`config.mk`:
```
export PLATFORM = sky130hd
export DESIGN_NAME = sign_narrow16_4
export DESIGN_NICKNAME = d
export VERILOG_FILES = /design/src/rtl/sign_narrow16_4.sv
export SDC_FILE = /design/constraint.sdc
export NUM_CORES = 1
export LEC_CHECK = 0
export ABC_AREA = 1
export CORE_MARGIN = 3
export CORE_UTILIZATION = 50
export CTS_CLUSTER_DIAMETER = 30
export DETAILED_ROUTE_END_ITERATION = 7
export GPL_TIMING_DRIVEN = 0
export PLACE_DENSITY_LB_ADDON = 0.3
export SYNTH_ARGS = -nofsm -noshare
export SYNTH_HDL_FRONTEND = slang
export SYNTH_SLANG_ARGS = --single-unit
export TNS_END_PERCENT = 50
```
`constraint.sdc`:
```
create_clock -name clk -period 3.2 [get_ports clk]
set_input_delay 0.32 -clock clk [delete_from_list [all_inputs] [get_ports clk]]
set_output_delay 0.32 -clock clk [all_outputs]
set_load 0.005 [all_outputs]
```
`src/rtl/sign_narrow16_4.sv`:
```
// Narrows a signed IN_W-bit word to a signed OUT_W-bit field, flagging (and optionally
// saturating) unrepresentable words, behind a 2-entry valid/ready output buffer.
module sign_narrow16_4 #(
    parameter int IN_W     = 16,
    parameter int OUT_W    = 4,
    parameter int SATURATE = 1,
    parameter int CNT_W    = 8
) (
    input  logic             clk,
    input  logic             reset,
    input  logic             in_valid,
    output logic             in_ready,
    input  logic [IN_W-1:0]  in_data,
    output logic             out_valid,
    input  logic             out_ready,
    output logic [OUT_W-1:0] out_data,
    output logic             out_ovf,
    output logic [CNT_W-1:0] ovf_count,
    input  logic             clr_count
);

    typedef enum logic [1:0] {
        EMPTY = 2'd0,
        ONE   = 2'd1,
        FULL  = 2'd2
    } occ_e;

    typedef struct packed {
        logic [OUT_W-1:0] value;
        logic             ovf;
    } entry_t;

    occ_e             state_q;
    entry_t           head_q;
    entry_t           tail_q;
    entry_t           new_entry;
    logic [CNT_W-1:0] ovf_count_q;
    logic [CNT_W-1:0] ovf_count_d;
    logic [IN_W-OUT_W:0] upper;
    logic             fits;
    logic             push;
    logic             pop;

    // A word fits when every bit from the top down to the field's sign bit agrees.
    assign upper = in_data[IN_W-1:OUT_W-1];
    assign fits  = (&upper) | ~(|upper);

    always_comb begin
        // NOTE: every always_comb output gets a default first so no path infers a latch.
        new_entry.value = in_data[OUT_W-1:0];
        new_entry.ovf   = ~fits;
        if (!fits && (SATURATE != 0)) begin
            new_entry.value = in_data[IN_W-1] ? {1'b1, {(OUT_W-1){1'b0}}}
                                              : {1'b0, {(OUT_W-1){1'b1}}};
        end
    end

    // Handshake flags decode registered occupancy only; out_ready never reaches in_ready.
    assign in_ready  = (state_q != FULL);
    assign out_valid = (state_q != EMPTY);
    assign push      = in_valid && in_ready;
    assign pop       = out_valid && out_ready;

    // NOTE: sequential state uses non-blocking assignments so every register samples pre-edge values.
    always_ff @(posedge clk or posedge reset) begin
        if (reset) begin
            state_q <= EMPTY;
            head_q  <= '0;
            tail_q  <= '0;
        end else begin
            case (state_q)
                EMPTY: begin
                    if (push) begin
                        head_q  <= new_entry;
                        state_q <= ONE;
                    end
                end
                ONE: begin
                    if (push && pop) begin
                        head_q <= new_entry;
                    end else if (push) begin
                        tail_q  <= new_entry;
                        state_q <= FULL;
                    end else if (pop) begin
                        state_q <= EMPTY;
                    end
                end
                FULL: begin
                    if (pop) begin
                        head_q  <= tail_q;
                        state_q <= ONE;
                    end
                end
                default: state_q <= EMPTY;
            endcase
        end
    end

    // Head is never cleared on pop, so out_data/out_ovf hold their last value when empty.
    assign out_data = head_q.value;
    assign out_ovf  = head_q.ovf;

    always_comb begin
        ovf_count_d = ovf_count_q;
        if (clr_count) begin
            ovf_count_d = '0;
        end else if (push && !fits && (ovf_count_q != {CNT_W{1'b1}})) begin
            ovf_count_d = ovf_count_q + CNT_W'(1);
        end
    end

    always_ff @(posedge clk or posedge reset) begin
        if (reset) begin
            ovf_count_q <= '0;
        end else begin
            ovf_count_q <= ovf_count_d;
        end
    end

    assign ovf_count = ovf_count_q;

endmodule

```
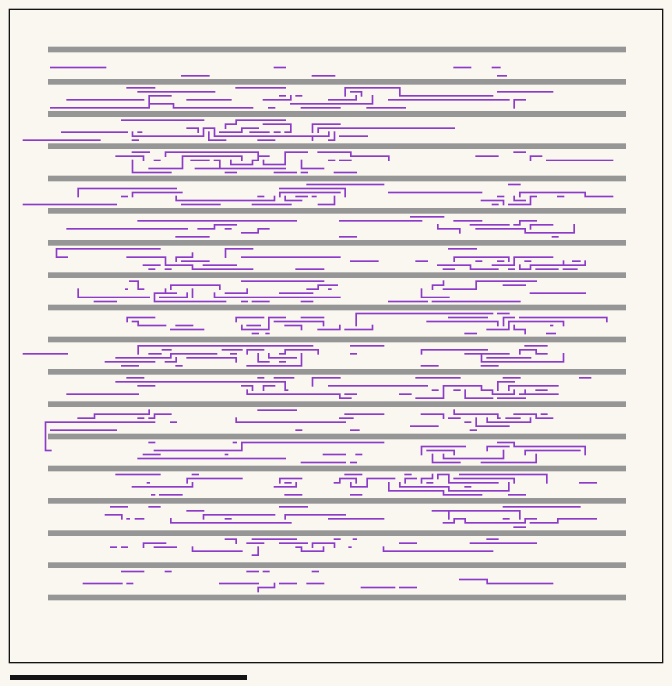
Figure 1: the metal 1 layer.
Bar = 20 microns. Supply wires on this layer in grey.
share of all routed wire = 45%
wire length on this layer = 1190 microns
longest straight run = 14.7 microns
main direction = horizontal
nets with wire on the layer = 198
wirelength, routed: 2620 microns
met1 layer usage reported by global route: 25.2%
total number of vias: 1164

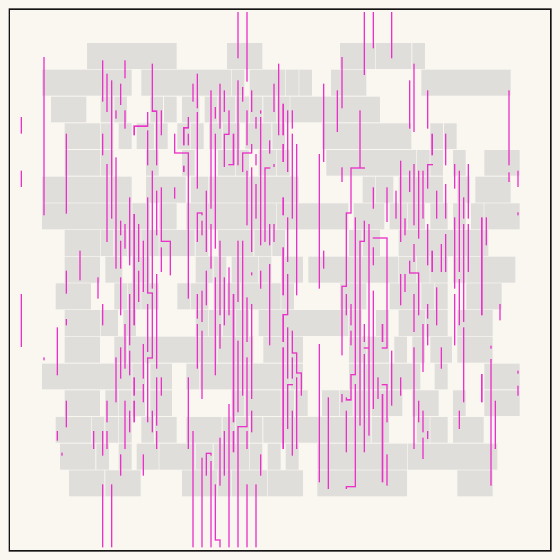
Figure 2: metal 2.
share of all routed wire = 49%
longest straight run = 21.4 microns
wire length on this layer = 1280 microns
nets with wire on the layer = 184
main direction = vertical
global routing usage on met2: 35.2%

==> flow_metrics.env <==
# source this file to load flow results
export IMPL_status="complete, no violations"
export IMPL_critical_path_peak_fanout=8
export IMPL_design_power_total_mw=0.758
export IMPL_finalClockSkew_ns=0.0105
export IMPL_logic_area_sq_um=607
export IMPL_fp_dieW_microns=55.0
export IMPL_cap_viol_max_count=0
export IMPL_number_of_global_route_vias_before_repair=1117
export IMPL_post_synth_top_area_cell="sky130_fd_sc_hd__dfrtp_1"
export IMPL_route_met2_wl_microns=1280
export IMPL_detailedRoute_firstIterationViolations=22
export IMPL_critical_path_class="register to output port"
export IMPL_layout_clock_buffer_count=3
export IMPL_antenna_cells=0
export IMPL_num_tap_cells=28
export IMPL_top_logic_family="simple AND/OR/NAND/NOR gates"
export IMPL_largest_register_ff_count=8
export IMPL_crit_path_slowest_cell="sky130_fd_sc_hd__clkdlybuf4s50_1"
export IMPL_worst_pin_slew_ns=0.765
export IMPL_final_util_pct=72.7
export IMPL_final_layout_top_logic_cells="sky130_fd_sc_hd__nand2_1 (53), sky130_fd_sc_hd__clkdlybuf4s50_1 (35), sky130_fd_sc_hd__dfrtp_1 (20)"
export IMPL_tot_gr_track_use_pct=20.3
export IMPL_hold_ws_ns=0.434
export IMPL_final_antenna_net_count=0
export IMPL_drt_drc_violations_left=0
export IMPL_m1WireLength_microns=1190
export IMPL_power_switching_share_pct=28.2
export IMPL_place_ws_ns=1.47
export IMPL_crit_reg2reg_launch="ovf_count[0]"
export IMPL_wl_per_cell_microns=11.3
export IMPL_synth_warnings=0
export IMPL_synth_avg_cell_area_sq_um=7.32
export IMPL_synth_cells=164
export IMPL_p_leak_nw=0.819
export IMPL_layout_cells_largest_class="combinational gates"
export IMPL_synth_yosys_chip_area_sq_um=1200
export IMPL_post_synth_mux_area_share_pct=0
export IMPL_worst_r2r_setup_slack_ns=1.65
export IMPL_floorplan_rows=17
export IMPL_grt_overflow_total=0
export IMPL_placed_cells=227
export IMPL_enable_flop_cells=0
export IMPL_final_layout_size_suffix_gt1_share_pct=8.37
export IMPL_mappedNetlistArea_sq_um=1200
export IMPL_top_area_share_pct=41.7
export IMPL_setup_viol=0
export IMPL_pwr_group_sequential_mw=0.337
export IMPL_netlist_top_cells_area="sky130_fd_sc_hd__dfrtp_1 (42%), sky130_fd_sc_hd__nand2_1 (17%), sky130_fd_sc_hd__nand3_1 (7.5%), sky130_fd_sc_hd__nor2_1 (5.6%), sky130_fd_sc_hd__inv_1 (5.3%)"
export IMPL_synth_stat_cells=164
export IMPL_seq_area_share_pct=30.5
export IMPL_stdcell_count=231
export IMPL_crit_family="buffers and inverters"
export IMPL_tritoncts="yes"
export IMPL_wl_met3_microns=128
export IMPL_pwr_group_combinational_mw=0.215
export IMPL_compound_area_share_pct=5.63
export IMPL_finish_net_count=226
export IMPL_worst_path_buf_inv=2
export IMPL_postSynthSeqShare_pct=41.7
export IMPL_hold_path_class="input pin to async pin"
export IMPL_timing_critical_path_required_ns=2.88
export IMPL_pin_count_of_the_biggest_net_entering_global_routing=21
export IMPL_cell_internal_pwr_mw=0.545
export IMPL_post_synth_top_count_cell="sky130_fd_sc_hd__nand2_1"
export IMPL_count_of_cell_instances_traversed_by_the_critical_path=3
export IMPL_comb_share_pct=37.0
export IMPL_setup_tns_final_ns=0
export IMPL_cts_repair_resized_insts=0
export IMPL_worst_ir_drop_vdd_uv=344
export IMPL_cts_htree_levels=1
export IMPL_cts_max_path_buffers=2
export IMPL_antenna_violations_before_repair=0
export IMPL_maxUsedRoutingLayer="met4"
export IMPL_fillCellCount=194
export IMPL_max_slew_margin_pct=48.9
export IMPL_worstReg2RegEnd="ovf_count[3]"
export IMPL_floorplan_core_area_sq_um=2250
export IMPL_drv_slew=0
export IMPL_cp_endpoint="in_ready"
export IMPL_final_non_clock_buffer_share_pct=22.2
export IMPL_busiest_layer="met2"
export IMPL_n_multi_input_combinational_cell=123
export IMPL_clk_root_buffer_cell="sky130_fd_sc_hd__clkbuf_4"
export IMPL_final_period_utilization_pct=62.1
export IMPL_layout_setup_ws_ns=1.21
export IMPL_place_area_sq_um=1590
export IMPL_largestPowerGroup="registers"
export IMPL_place_congestion=0.778
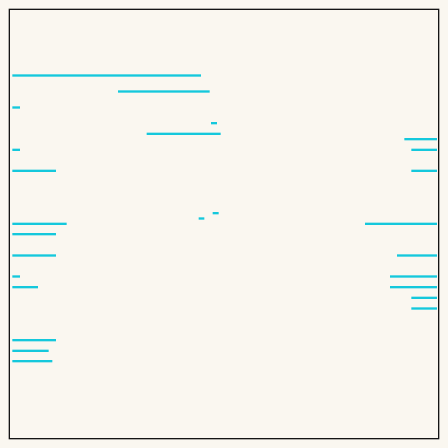
Figure 3: met3 routing.
nets with wire on the layer = 24
share of all routed wire = 4.9%
wire length on this layer = 129 microns
met3 Usage GRT: 2.95%

